Design accumulator_sequencer, sky130hd; sources not shown.
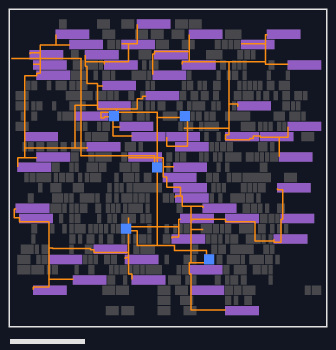
Fig. 1. Routed clock nets over the placement (run 1).
Bar = 20 um.
legend:
  blue:
    item: clock drivers
    count: 5
  purple:
    item: flip-flops
    count: 56
  orange:
    item: clock wires
    length: 703 um
flops lie: spread over the die
Clk pwr share: 13.1%
final worst clock skew: 15.43 ps
Clk. pwr: 237 uW
clk ins delay skew pair: 400 ps

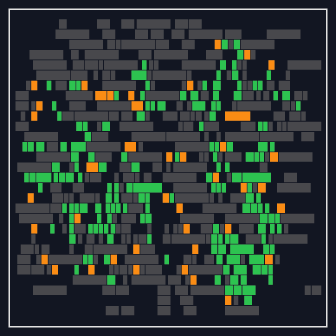
Fig. 2. Selected gate families (run 1).
legend:
  green:
    family: nand cells
    cells: 163
  orange:
    family: aoi and oai cells
    cells: 41
fin cells: 528
most numerous logic cell after layout: nand2_1

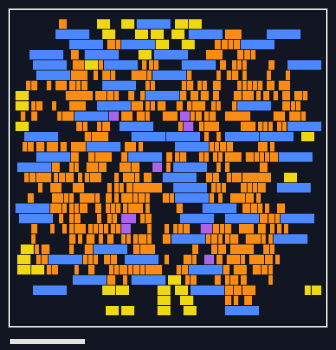
Fig. 3. Placement by cell class (run 1).
Bar = 20 um.
legend:
  yellow:
    class: remaining buffers and delay cells
    cells: 34
  blue:
    class: sequential cells
    cells: 56
  purple:
    class: clock drivers and dummy loads
    cells: 8
  orange:
    class: combinational and other logic
    cells: 353
flop share of the area: 36.66%
cell row count: 29

==> reports/metrics.cfg, run 1 <==
[run_status]
status=finished, violations left
violations=design-rule violations

[yosys]
syn-cell-area_sq_um=3358
top_cell=nand2_1
netlist_top_cells_count=85 x nand2_1, 58 x inv_1, 56 x dfrtp_1, 38 x nand3_1, 30 x nor2_1
ys_async_sr_fraction_pct=100.0
netlist_instances=415
syn_area_per_cell_sq_um=8.092
ys_seq_share_pct=41.73
top_area_share_pct=41.73
flop_cell=dfrtp_1
yosys_warnings=0
area_leaders=dfrtp_1 42%, nand2_1 9.5%, inv_1 6.5%, nand3_1 5.7%, nor2_1 3.4%
fp_nets=449
ys_cells=415
yosys.cell_types.count=32
edf_count=0
ys_ff=56
top_area_cell=dfrtp_1
yosys_area_sq_um=3358

[layout]
finish.net_count=484
seq_area_sq_um=1401
num_antenna_cells=0
drive_above_1_share_pct=14.41
logic_gates=290
syn_to_final_growth_pct=13.82
design.seq.count=56
fill_cells=570
inverters_excl_clock=63
top_area_cell_class=logic gates
layout.nonclk_buf_share_pct=8.707
clock_buffer_count=5
clock_cell_area_share_pct=1.702
comb_share_pct=44.22
n_all_buffers=34
final_util_pct=59.52
mi_logic_area_sq_um=1690

[die]
dieArea_sq_um=7048
dieHeight_um=83.96
ioPinCount=34
fp.dieW_um=83.96
coreArea_sq_um=6422
taps=77
fp_util_pct=52.29

[power_and_ir_drop]
power-per-cell-area_nw_per_um2=474.0
power.static_leakage_uw=0.001827
vdd_drop_max_mv=0.2124

[clock_network]
cts_root_buffer=clkbuf_4
numCtsBuffers=5
cts_sinks=56
hold_buffers=0
cts_tree=built
h-tree-depth=2
cts_buffer_depth=2
clkSlewWorstSetupHoldPaths_ps=180
post_cts_resized=0
cts_setup_buffers=0

[timing]
rsz0062_at_grt=no
fin_crit_sh_pct=56.89
slew_headroom_pct=38.66
setup_viol=0
max_freq_mhz=382.2
worstMarginPinSlew_ps=920.1
fin_tns_setup_ps=0
hold_violations=0
slew_viol_final=0
finalCriticalPeriod_ps=2617

[hold_path]
whs_path_depth=2
holdCritPathClass=reg2reg

[setup_path]
cp-end-kind=flip-flop
reg2reg_slack_ps=2510
worstSetupPathType=in2reg
worstPathRequired_ps=4930
cp-start-kind=input port
rr_worst_depth=14
path_max_fanout=53
cp.arrival_ps=2950

[job]
cap_viol_max_count=0
warning_count=27

[grt]
grt.total_usage_pct=20.91
first_global_vias=2634
grt_pass1_wl_um=11850
antenna_found_initial=0
gr-total-overflow=0
grt_max_degree=57

[drt]
routed_wl_um=6697
post-route-drc-count=2
first_pass_iters=6
drtIter0Drc=149
viasPerCell=5.182
final_antenna_net_count=0
avgRoutedWirePerCell_um=12.68
via_count=2736

[place]
dp_hpwl_um=5029
gp_congestion=0.8249
numPortBuffers=33

-- run 1: routing by layer --
layer	GRT usage, %	share of wire [%]
met1	26.44	43
met2	36.74	52
met3	3.561	3.9
met4	5.956	1.4
met5	0	0
-- run 1: cells by family after synthesis --
family          count (synthesis)  share of synthesized area (%)
simple gates                  222                          34.95
buf+inv                        69                          7.936
flops                          56                          41.73
compound gates                 41                          7.116
xor+xnor                       18                          4.694
fa+ha+maj                       9                          3.577
-- run 1: power by group --
group / leakage (uW) / total, uW / switching, uW / internal [uW]
Sequential: 0.000693 / 774 / 132 / 642
Combinational: 0.00110 / 801 / 501 / 300
Clock: 0.0000333 / 237 / 172 / 64.6
Total: 0.00183 / 1810 / 806 / 1010
-- run 1: critical path, stage by stage --
cell	delay, ps
clkdlybuf4s50_1	480
nor4_1	300
nand2_1	110
nand2_1	100
or2_2	720
nand4_1	200
o21ai_2	90
-- run 1: metrics by stage --
stage / instance area (sq um) / cells / worst slack [ps] / hold WS, ps / total power (uW)
5_1_grt: 3822 / 528 / 1765 / 561.7 / 1981
3_5_place_dp: 3757 / 520 / 1580 / 504.6 / 1586
2_1_floorplan: 3358 / 415 / 2602 / 459.4 / 1392
3_3_place_gp: 3757 / 520 / 1620 / 474.1 / 1550
6_report: 3822 / 528 / 1983 / 536.8 / 1812
4_1_cts: 3822 / 528 / 2000 / 541.5 / 1825
-- run 1: cells in the final DEF (no fill, tap or decap), drive strengths merged --
cell           count
xnor2              8
nand4             14
clkinv             2
buf                2
clkinvlp           1
a21oi             13
nand2            104
clkdlybuf4s50     32
o22ai              4
inv               63
clkbuf             5
nand3             43
nor3               3
nor2              49
nor4               4
nand3b             2
xor2              10
ha                 8
o21bai             1
o21ai             23
fa                 1
or2                3
dfrtp             56
Fig. 4: run 1, cell outlines without signal wires
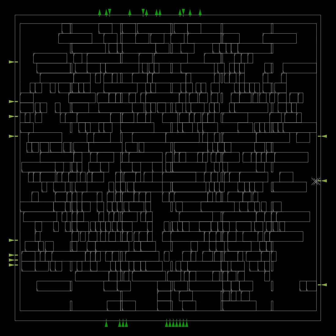

## Run 2: what changed since run 1
ABC_CLOCK_PERIOD_IN_PS = 2400   (was 4600)
PLACE_DENSITY = 0.78   (was 0.75)
clock period = 2.4 ns   (was 4.6 ns; I/O delays follow)
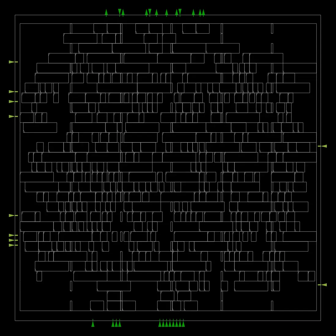
Fig. 5. Cell outlines without signal wires (run 2).
Fillers: 577
flop count: 56
Final Util: 60.26%
fin cells: 530
Core Area: 6422 sq um

==> run 2 against run 1 <==
Net effect:
- largest cell class unchanged
- cell count is 0.38% higher
- total power up 98%
- die size is the same
- sequential power grew 91%
- synthesized cell count unchanged
- critical path type is now reg2reg
- highest routed layer unchanged
- critical path depth grew 7
- via count is 0.73% higher
- design area increased by 1.2%
- sequential share of layout area fell by 0.45 points
- the run now ends clean
- largest power group unchanged
==> reports/metrics.cfg, run 2 <==
[run_status]
status=finished clean

[power_and_ir_drop]
p_sw_share_pct=42.90  ; -1.6 points
power_frac_clock_pct=15.1  ; +2.0 points
vdd_drop_max_mv=0.4294  ; +100%
share_seq_of_total_power_pct=41.4  ; -1.3 points
power.share.combinational_pct=43.5  ; -0.7 points
intPower_uw=2049  ; +100%

[drt]
viasPerCell=5.200  ; +0.35%
avgRoutedWirePerCell_um=12.51  ; -1.4%
final_antenna_net_count=0  ; unchanged
first_pass_iters=4  ; -2

[yosys]
ys_ff=56  ; unchanged
yosys_warnings=0  ; unchanged
netlist_instances=415  ; unchanged
edf_count=0  ; unchanged
flop_cell=dfrtp_1
syn_area_per_cell_sq_um=8.092  ; unchanged
area_leaders=dfrtp_1 42%, nand2_1 9.5%, inv_1 6.5%, nand3_1 5.7%, nor2_1 3.4%
ys_async_sr_fraction_pct=100.0  ; unchanged
ys_seq_share_pct=41.73  ; unchanged
yosys.cell_types.count=32  ; unchanged
syn-cell-area_sq_um=3358  ; unchanged

[clock_network]
clk_latency_ps=400  ; about the same
cts_tree=built
post_cts_resized=0  ; unchanged
h-tree-depth=2  ; unchanged
cts_sinks=56  ; unchanged
clkSlewWorstSetupHoldPaths_ps=180  ; about the same
cts_root_buffer=clkbuf_4
hold_buffers=0  ; unchanged
cts_setup_buffers=0  ; unchanged

[layout]
syn_to_final_growth_pct=15.24
lay_top_cells=85 x nand2_1, 58 x inv_1, 56 x dfrtp_1, 38 x nand3_1, 32 x clkdlybuf4s50_1
num_antenna_cells=0  ; unchanged
finish.net_count=486  ; +0.41%
lay_top_count=nand2_1

[timing]
fin_crit_sh_pct=84.00
slew_viol_final=0  ; unchanged
skew_ps=19.68  ; +4.256 ps
max_freq_mhz=496.0
fin_hold_ws_ps=188.5  ; -348.2 ps
setup_ws_ps=384.0  ; -1599 ps
slew_headroom_pct=52.51  ; +14 points

[grt]
gr-total-overflow=0  ; unchanged
antenna_found_initial=0  ; unchanged
grt_max_degree=57  ; unchanged
first_global_vias=2633  ; -0.038%
grt_pass1_wl_um=11470  ; -3.3%

[die]
dieArea_sq_um=7048  ; unchanged
fp_util_pct=52.29  ; unchanged
ioPinCount=34  ; unchanged
fp.dieW_um=83.96  ; unchanged

[setup_path]
reg2reg_slack_ps=380  ; -2130 ps
cp-start-kind=flip-flop
cp.arrival_ps=2350  ; -600 ps
cp-end-kind=flip-flop
max_stage_delay_ps=430  ; -290 ps
cpMostUsedCell=nand2_1
rr_worst_depth=14  ; unchanged

[place]
place_inst=522  ; +0.38%
gp_congestion=0.8206  ; -0.52%
dp_hpwl_um=4985  ; -0.87%

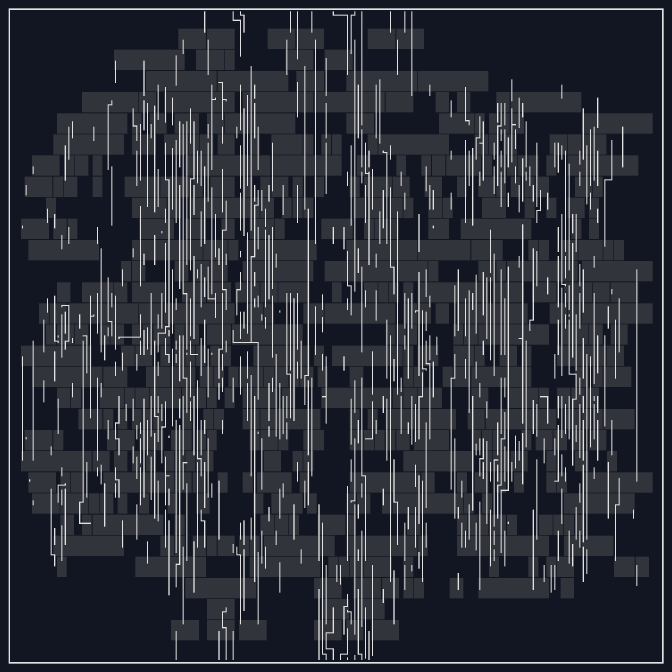
Fig. 6. Metal 2 (run 2).
Cells faint in the background.
wire length on this layer: 3,370 um
nets with wire on the layer: 399
share of all routed wire: 51%
longest straight run: 32.3 um
via count: 2,756
final WL: 6628 um
grt met2 use: 35.99%

## run 2: cell count changes in the layout (fill, tap and decap cells not counted), sizes merged
cell      delta
inv          -1
buf          +2
clkinv       +1
clkinvlp     -1
bufinv       +1
## run 2: worst max-delay path, delay by kind of cell, from the launching register on
kind            cells  cell delay, ps
fa+ha+maj           1             190
compound gates      1             120
buf+inv             2             210
flops               1             430
simple gates       10            1000
## run 2: cell families after synthesis
group | count (synthesis) | synth area share (%)
and+or+nand+nor | 222 | 34.95
buffers and inverters | 69 | 7.936
DFF | 56 | 41.73
AOI/OAI and AO/OA | 41 | 7.116
xor gates and xnor gates | 18 | 4.694
adders and majority gates | 9 | 3.577
## run 2: power groups by stage
stage          logic [uW]  registers [uW]  clock network, uW
2_1_floorplan        1200            1470                  0
4_1_cts              1580            1490                553
3_3_place_gp         1520            1490                  0
5_1_grt              1770            1520                587
6_report             1560            1480                543
3_5_place_dp         1560            1510                  0
## run 2: metal layers
metal | vias up | share of wire (%) | global-route usage [%]
met4 | 0 | 2.1 | 7.367
met1 | 1301 | 45 | 24.79
li1 | 1404 | - | -
met3 | 13 | 2.4 | 2.868
met5 | - | 0 | 0
met2 | 38 | 51 | 35.99
## run 2: area by class of cell
| type | instances | area [sq um] |
|---|---|---|
| Tap cell | 77 | 96.34 |
| Multi-Input combinational cell | 290 | 1690 |
| Inverter | 63 | 236.5 |
| Fill cell | 577 | 2552 |
| Clock buffer | 5 | 37.54 |
| Sequential cell | 56 | 1401 |
| Clock inverter | 3 | 47.55 |
| Timing Repair Buffer | 36 | 360.3 |
## run 2: metrics by stage
stage	utilization, %	instance area [sq um]
CTS	60.26	3870
floorplan	-	3358
global route	60.26	3870
finish	60.26	3870
detailed placement	58.93	3785
global placement	58.93	3785
Power and IR drop assume default switching activity.
